$ cat src/rtl/dcs_out_quant.sv
// Collects 8 x 32-bit result words, normalizes them by a per-frame shift and
// streams 8 quantized bytes. Optional rounding quantizer: DCS_OUT_ROUND_EN.
module dcs_out_quant (
  input  logic        clk,
  input  logic        rst_n,
  input  logic        in_valid,
  input  logic [31:0] in_data,
  output logic        out_valid,
  input  logic        out_ready,
  output logic [7:0]  out_data,
  output logic [4:0]  out_shift,
  output logic        out_last,
  output logic        busy,
  output logic        err_ovf
);

  typedef enum logic [1:0] {COLLECT, NORM, EMIT} state_e;

  state_e      state_q, state_d;
  logic [31:0] wbuf_q [8];
  logic [31:0] wbuf_d [8];
  logic [2:0]  wcnt_q, wcnt_d;
  logic [2:0]  ecnt_q, ecnt_d;
  logic [31:0] max_q, max_d;
  logic        out_valid_q, out_valid_d;
  logic [7:0]  out_data_q, out_data_d;
  logic [4:0]  out_shift_q, out_shift_d;
  logic        out_last_q, out_last_d;
  logic        err_ovf_q, err_ovf_d;
  logic [4:0]  shift_calc;

  function automatic logic [7:0] quant(input logic [31:0] w, input logic [4:0] s);
`ifdef DCS_OUT_ROUND_EN
    logic [32:0] sum;
    if (s == 5'd0) return w[7:0];
    // 33-bit add so a near-full word cannot wrap before the shift.
    sum = {1'b0, w} + (33'd1 << (s - 5'd1));
    return ((sum >> s) > 33'd255) ? 8'hFF : 8'(sum >> s);
`else
    return 8'(w >> s);
`endif
  endfunction

  // Smallest shift that brings the frame maximum into byte range.
  always_comb begin
    shift_calc = 5'd24;
    for (int s = 24; s >= 0; s--) begin
      if ((max_q >> s) <= 32'd255) shift_calc = 5'(s);
    end
  end

  always_comb begin
    // NOTE: every _d gets a default (hold) first so no path leaves it unassigned; that is what keeps always_comb latch-free.
    state_d     = state_q;
    wbuf_d      = wbuf_q;
    wcnt_d      = wcnt_q;
    ecnt_d      = ecnt_q;
    max_d       = max_q;
    out_valid_d = out_valid_q;
    out_data_d  = out_data_q;
    out_shift_d = out_shift_q;
    out_last_d  = out_last_q;
    err_ovf_d   = err_ovf_q;

    unique case (state_q)
      COLLECT: begin
        if (in_valid) begin
          wbuf_d[wcnt_q] = in_data;
          wcnt_d         = wcnt_q + 3'd1;
          if (in_data > max_q) max_d = in_data;
          if (wcnt_q == 3'd7) state_d = NORM;
        end
      end
      NORM: begin
        out_shift_d = shift_calc;
        out_data_d  = quant(wbuf_q[0], shift_calc);
        out_valid_d = 1'b1;
        out_last_d  = 1'b0;
        ecnt_d      = 3'd0;
        state_d     = EMIT;
      end
      EMIT: begin
        if (out_ready) begin
          if (ecnt_q == 3'd7) begin
            state_d     = COLLECT;
            out_valid_d = 1'b0;
            out_last_d  = 1'b0;
            wcnt_d      = 3'd0;
            ecnt_d      = 3'd0;
            max_d       = 32'd0;
          end else begin
            ecnt_d     = ecnt_q + 3'd1;
            out_data_d = quant(wbuf_q[ecnt_d], out_shift_q);
            out_last_d = (ecnt_d == 3'd7);
          end
        end
      end
      default: state_d = COLLECT;
    endcase

    // No backpressure upstream: words arriving outside COLLECT are lost.
    if (in_valid && state_q != COLLECT) err_ovf_d = 1'b1;
  end

  always_ff @(posedge clk) begin
    if (!rst_n) begin
      state_q     <= COLLECT;
      // NOTE: the frame buffer is cleared on reset too, so a discarded frame can never leak into the next one.
      for (int i = 0; i < 8; i++) wbuf_q[i] <= 32'd0;
      wcnt_q      <= 3'd0;
      ecnt_q      <= 3'd0;
      max_q       <= 32'd0;
      out_valid_q <= 1'b0;
      out_data_q  <= 8'd0;
      out_shift_q <= 5'd0;
      out_last_q  <= 1'b0;
      err_ovf_q   <= 1'b0;
    end else begin
      // NOTE: non-blocking here so every flop samples the pre-edge _d values regardless of statement order.
      state_q     <= state_d;
      wbuf_q      <= wbuf_d;
      wcnt_q      <= wcnt_d;
      ecnt_q      <= ecnt_d;
      max_q       <= max_d;
      out_valid_q <= out_valid_d;
      out_data_q  <= out_data_d;
      out_shift_q <= out_shift_d;
      out_last_q  <= out_last_d;
      err_ovf_q   <= err_ovf_d;
    end
  end

  assign out_valid = out_valid_q;
  assign out_data  = out_data_q;
  assign out_shift = out_shift_q;
  assign out_last  = out_last_q;
  assign err_ovf   = err_ovf_q;
  assign busy      = (state_q != COLLECT);

endmodule

$ cat config.mk
export PLATFORM = sky130hd
export DESIGN_NAME = dcs_out_quant
export DESIGN_NICKNAME = d
export VERILOG_FILES = /design/src/rtl/dcs_out_quant.sv
export SDC_FILE = /design/constraint.sdc
export NUM_CORES = 1
export LEC_CHECK = 0
export ABC_AREA = 1
export CELL_PAD_IN_SITES_DETAIL_PLACEMENT = 2
export CELL_PAD_IN_SITES_GLOBAL_PLACEMENT = 2
export CORE_UTILIZATION = 34
export DETAILED_ROUTE_END_ITERATION = 6
export MAX_ROUTING_LAYER = met4
export PLACE_DENSITY_LB_ADDON = 0.15
export SYNTH_ARGS = -nofsm -noshare
export SYNTH_HDL_FRONTEND = slang
export SYNTH_SLANG_ARGS = --single-unit
$ cat constraint.sdc
create_clock -name clk -period 4.3 [get_ports clk]
set_input_delay 0.43 -clock clk [delete_from_list [all_inputs] [get_ports clk]]
set_output_delay 0.43 -clock clk [all_outputs]
set_load 0.02 [all_outputs]
### Gate families picked out, run 1

Scale: 1.5 px per um.
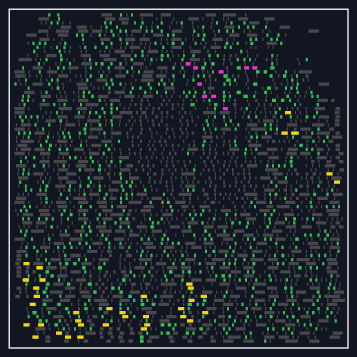
[mux cells] magenta | cells: 9 | where: top middle
[fa/ha/maj cells] yellow | cells: 37
[aoi and oai cells] green | cells: 726 | where: all over the die
proportion of cell area occupied by multi-input gates: 0.479
number of standard cells in the layout, taps in and fillers out: 3253

### Sequential cells grouped by signal name, run 1

Scale: 1 px per um. Other sequential cells in the stronger gray, the rest of the logic in the fainter gray.
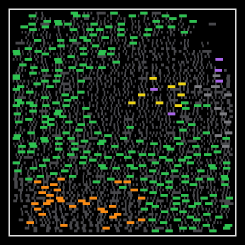
[out_data] yellow | sequential cells: 8
[max_q] orange | sequential cells: 32
[wbuf_q] green | sequential cells: 256 | where: all over the die
[out_shift] purple | sequential cells: 5
flop share of the area: 0.325
core utilization of the finished layout: 0.392
reported sequential group power: 0.00311 W
sequential cell area: 6250 um2

### Clock routing, run 1

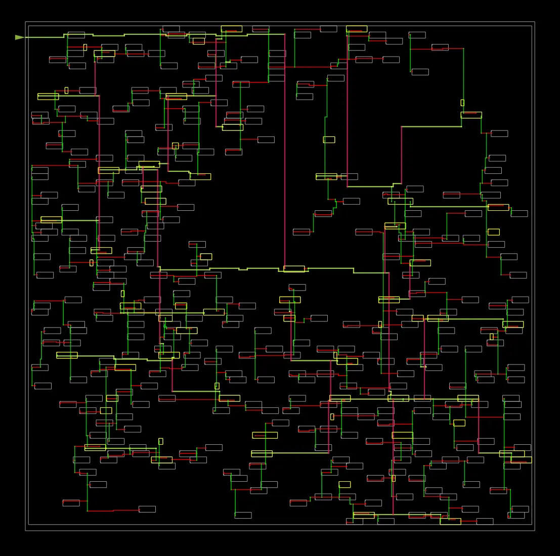
number of clock sinks: 312
number of sequential storage elements: 312
clock network power consumption: 0.00348 W

==> run 1: cells by family after synthesis <==
family / synth area share
flops: 0.370
fa+ha+maj: 0.0274
mux: 0.00533
simple gates: 0.281
compound gates: 0.230
buf+inv: 0.0862
==> run 1: where the power goes <==
group | switching, W | total, W | internal, W | leakage (nW)
Sequential | 0.0000977 | 0.00311 | 0.00301 | 2.53
Combinational | 0.00182 | 0.00257 | 0.000753 | 4.96
Clock | 0.00141 | 0.00348 | 0.00206 | 0.651
Total | 0.00333 | 0.00915 | 0.00583 | 8.14
==> qor.yml, run 1 <==
outcome:
  outcome: "completed"
timing:
  worst_slack_ns: 0.611
  timing_worst_slew_pin_value_ns: 1.11
  max_freq_mhz: 271
  worst_slew_margin_rel: 0.259
  slew_viol_final: 0
  hold_violations: 0
worst_hold_path:
  worst_hold_path.endpoint: "wbuf_q[95]$_SDFFE_PN0P_"
die:
  die_area_um2: 50600
  fp_util: 0.345
  taps: 664
  floorplan.core_area_um2: 49000
  ioPinCount: 53
  die.size.x_um: 225
  fp-row-count: 81
placed_design:
  finalWeightedCongestion: 0.845
  post-place-cells: 3182
  place_hpwl_um: 50400
  place_area_um2: 17900
  placement_stage_worst_setup_slack_ns: 0.494
final_layout:
  largest_register_ffs: 256
  layout_top_cells_excl_fill_tap: "597 x sky130_fd_sc_hd__nor2_1, 469 x sky130_fd_sc_hd__o21ai_0, 346 x sky130_fd_sc_hd__nand2_1"
  final_design_area_no_fill_um2: 19200
  nonClkBufAreaFrac: 0.0506
  largest_class: "multi-input combinational cells"
  layout.clock.cell_area_share: 0.0697
  nNonClkBuffers: 102
  max_flop_register: "wbuf_q"
  multi_input_comb_cells: 1944
  logic_area_um2: 9210
  clock_buffer_count: 62
worst_setup_path:
  r2r_startpoint: "max_q[31]$_SDFFE_PN0P_"
  setup.worst_path.start_class: "flip-flop"
  crit_path_end_kind: "flip-flop"
  timing.critical_path.cells: "nor2_2, nand2_1, inv_2, nand2_2, nor2_4, nand3_2, clkinv_2, nand2_4, nor2_4, nand2_2, nor2_2, nand3_2, nand2_4, nand2_2, nand2_1, nand3_1, nand3_1, nand2_1, nor2_1, nand2_1, nand3_1, a21oi_1"
  timing.critical_path.slowest_stage_cell: "sky130_fd_sc_hd__nand2_2"
  timing.critical_path.to: "out_data[5]$_SDFFE_PN0P_"
  criticalPathCategory: "reg2reg"
yosys:
  synth.largest_area_cell: "sky130_fd_sc_hd__dfxtp_1"
  synth.yosys.seq_area_share: 0.370
  postSynthRegisterBits: 312
  synth_top_area_share: 0.370
  ys_top_cells_by_count: "603 x sky130_fd_sc_hd__nor2_1, 469 x sky130_fd_sc_hd__o21ai_0, 347 x sky130_fd_sc_hd__nand2_1, 312 x sky130_fd_sc_hd__dfxtp_1, 178 x sky130_fd_sc_hd__nand3_1"
  yosys_warnings: 0
global_routing:
  grtUsageTotal: 0.319
  grt.overflow.total: 0
  grt_antenna_before_repair: 2
  first_global_vias: 19700
  use_met1: 0.393
route:
  detail_route.wirelength_um: 78400
  ant_nets: 0
  route.detailed.vias_per_inst: 5.70
  detail_route.drc_violations: 0
  detailroute.wirelength.met3_um: 3760
job:
  tool_warnings: 33
  maxCapViolCount: 0
cts:
  cts_hold_buf: 0
  cts_max_level: 2
  tritoncts_buffer_count: 40
  tritoncts: "yes"
  cts_root_buf: "sky130_fd_sc_hd__clkbuf_16"
==> inputs of run 2 (changes only) <==
PLACE_DENSITY_LB_ADDON = 0.1   (was 0.15)
### Sequential cells grouped by signal name, run 2

Scale: 1 px per um. Other sequential cells in the stronger gray, the rest of the logic in the fainter gray.
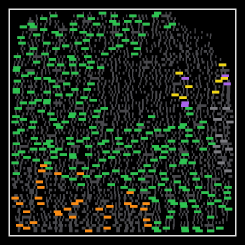
[max_q] orange | sequential cells: 32
[out_data] yellow | sequential cells: 8
[out_shift] purple | sequential cells: 5
[wbuf_q] green | sequential cells: 256 | where: all over the die
flop share of the area: 0.324
core utilization of the finished layout: 0.394

==> qor.yml, run 2 <==
route:
  detail_route.wirelength_um: 77800
  ant_nets: 0
  drt-pass1-iter-count: 5
  route.vias.total: 18600
  route.detailed.vias_per_inst: 5.69
  wl_per_cell_um: 23.9
  detail_route.drc_violations: 0
placed_design:
  post-place-cells: 3183
  place_area_um2: 17900
  place_hpwl_um: 50700
  placement_stage_worst_setup_slack_ns: 0.560
  finalWeightedCongestion: 0.884
yosys:
  topCellsByArea: "sky130_fd_sc_hd__dfxtp_1 37%, sky130_fd_sc_hd__o21ai_0 14%, sky130_fd_sc_hd__nor2_1 13%, sky130_fd_sc_hd__nand2_1 7.7%, sky130_fd_sc_hd__nand3_1 5.3%"
  yosys_warnings: 0
  synthesis.instances: 2627
  post_synth_ao_oa_area_fraction: 0.230
  ys_chip_area_um2: 16900
  synth-cells-yosys: 2627
  synth-xor-area-share: 0
  ys_dominant_reg_cell: "sky130_fd_sc_hd__dfxtp_1"
  simple_share: 0.281
  synth.cellmix.adderShare: 0.0274
  synth_top_area_share: 0.370
  syn_area_per_cell_um2: 6.43
  yosys-dominant-comb-family: "simple AND/OR/NAND/NOR gates"
  postSynth.asyncResetShare: 0
  synth.largest_area_cell: "sky130_fd_sc_hd__dfxtp_1"
  synth.yosys.seq_area_share: 0.370
  ys_top_cells_by_count: "603 x sky130_fd_sc_hd__nor2_1, 469 x sky130_fd_sc_hd__o21ai_0, 347 x sky130_fd_sc_hd__nand2_1, 312 x sky130_fd_sc_hd__dfxtp_1, 178 x sky130_fd_sc_hd__nand3_1"
  yosys.cell_types.count: 40
  syn_nets: 2700
  netlist_area_um2: 16900
  postSynthRegisterBits: 312
  mux_area_frac: 0.00533
  synth.most_common_cell: "sky130_fd_sc_hd__nor2_1"
timing:
  final.min_clock_period_ns: 3.67
  max_freq_mhz: 272
  slew_viol_final: 0
  worst_clock_skew_ns: 0.0132
  worst_slew_margin_rel: 0.228
  grt_setup_unrepaired: "no"
  timing_worst_slew_pin_value_ns: 1.16
  fin_crit_sh: 0.854
  hold_violations: 0
  timing.setup.tns_ns: 0
  worst_slack_ns: 0.626
  final.hold.worst_slack_ns: 0.371
global_routing:
  grt_pass1_wl_um: 120000
  grt.overflow.total: 0
  grt_antenna_before_repair: 0
  first_global_vias: 19900
  global_route.peak_usage_layer: "met2"
  use_met1: 0.391
  grt_max_degree: 141
  globalRouteMet3Util: 0.0350
  grtUsageTotal: 0.318
  grtUsageMet2: 0.546
die:
  fp-row-count: 81
  die.size.x_um: 225
  chipHeight_um: 225
  floorplan.core_area_um2: 49000
  fp_util: 0.345
  taps: 664
  die_area_um2: 50600
cts:
  cts_repair_resize_count: 0
  cts_max_level: 2
  cts_post_setup_buffers_inserted: 0
  cts_num_sinks: 312
  cts_root_buf: "sky130_fd_sc_hd__clkbuf_16"
  cts_hold_buf: 0
  cts_buffer_depth: 3
  clk_latency_ns: 0.58
  tritoncts_buffer_count: 41
  tritoncts: "yes"
worst_setup_path:
  startpoint: "max_q[29]$_SDFFE_PN0P_"
  timing.critical_path.cells: "nor2_1, nand2_1, inv_2, nand2_2, nor2_1, inv_1, nand2_1, nand2_1, nand2_1, nand2_1, nand2_1, nand2_1, nand2_1, nand2_4, nand2_2, nand2_1, nand3_1, nand2_1, nand2_1, nand3_1, nand2_1, nand3_1, a21oi_1"
  timing.critical_path.to: "out_data[6]$_SDFFE_PN0P_"
  r2r_startpoint: "max_q[29]$_SDFFE_PN0P_"
  timing.critical_path.slowest_stage_cell: "sky130_fd_sc_hd__nand2_2"
  worst-path-stages: 23
  setup.worst_path.start_class: "flip-flop"
  cp_data_arrival_time_ns: 4.19
  timing.critical_path.slowest_cell_delay_ns: 0.65
  path_buffers: 2
  worst_path_dominant_cell_family: "simple AND/OR/NAND/NOR gates"
  worst-r2r-cell-count: 23
  ff2ff_setup_slack_ns: 0.63
  crit_path_end_kind: "flip-flop"
  crit-reg2reg-capture: "out_data[6]$_SDFFE_PN0P_"
  criticalPathCategory: "reg2reg"
  path_common_cell: "sky130_fd_sc_hd__nand2_1"
  path_max_fanout: 39
final_layout:
  layout-area-overhead-vs-synth_pct: 14.1
  nNonClkBuffers: 103
  nonClkBufAreaFrac: 0.0509
  layout.nets: 2635
  seqCellArea_um2: 6250
  logic_area_um2: 9210
  number_of_ordinary_inverters_in_the_final_layout: 160
  layout.sequential_cells: 312
  final_design_area_no_fill_um2: 19300
  finalNonFillerCells: 3259
  largest_register_ffs: 256
  comb-cell-share: 0.478
  final.fill_count: 5931
  multi_input_comb_cells: 1944
  largest_class: "multi-input combinational cells"
  layout.clock.cell_area_share: 0.0720
  clock_buffer_count: 52
  layout_top_cells_excl_fill_tap: "597 x sky130_fd_sc_hd__nor2_1, 469 x sky130_fd_sc_hd__o21ai_0, 346 x sky130_fd_sc_hd__nand2_1"
  max_flop_register: "wbuf_q"
job:
  maxCapViolCount: 0
  tool_warnings: 36
power:
  power_leakage_nw: 8.17
  power.density_nw_per_um2: 481
  fin_total_pwr_w: 0.00927
  maximum_vdd_drop_uv: 271
worst_hold_path:
  hold_path_depth: 3
  timing.hold.worst.class: "in2reg"
  worst_hold_path.endpoint: "wcnt_q[0]$_SDFFE_PN0P_"
  hold_path.startpoint: "rst_n"
outcome:
  outcome: "completed"
### Nets reached from selected ports, run 2

Scale: 2 px per um.
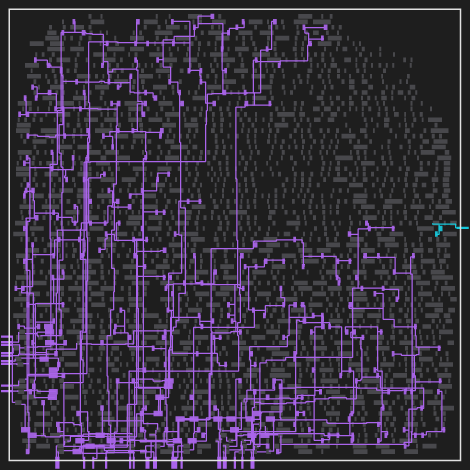
[out_ready] cyan | bits: 1 | direction: input | edge: right | end cells: 2 | buffers: 1 | wire: 21.6 um
[in_data] purple | bits: 32 | direction: input | edge: 23 bottom, 9 left | end cells: 312 | buffers: 49 | wire: 7460 um
top-level I/O count: 53
number of port buffers: 52

[run 2: cell counts after synthesis]
No cell type changed its count.
[run 2: per-layer routing]
layer  part of all wire  wire (um)  up-vias
met1               0.45      34800     9488
met5                  0          0        -
li1                   -          -     8586
met2               0.49      37900      357
met4              0.028       2180        0
met3              0.037       2890      123
[run 2: worst register-to-register path: cells and delay by family, from the launching register on]
kind | cells | cell delay [ns]
AND-OR/OR-AND | 1 | 0.18
AND/OR/NAND/NOR | 20 | 2.79
buffers and inverters | 2 | 0.33
flip-flops | 1 | 0.33
[run 2: report_power, final]
part / switching [W] / internal (W) / leakage, nW
Sequential: 0.0000995 / 0.00301 / 2.53
Combinational: 0.00183 / 0.000761 / 4.95
Clock: 0.00147 / 0.00210 / 0.685
Power is estimated from default activity; no workload was simulated.
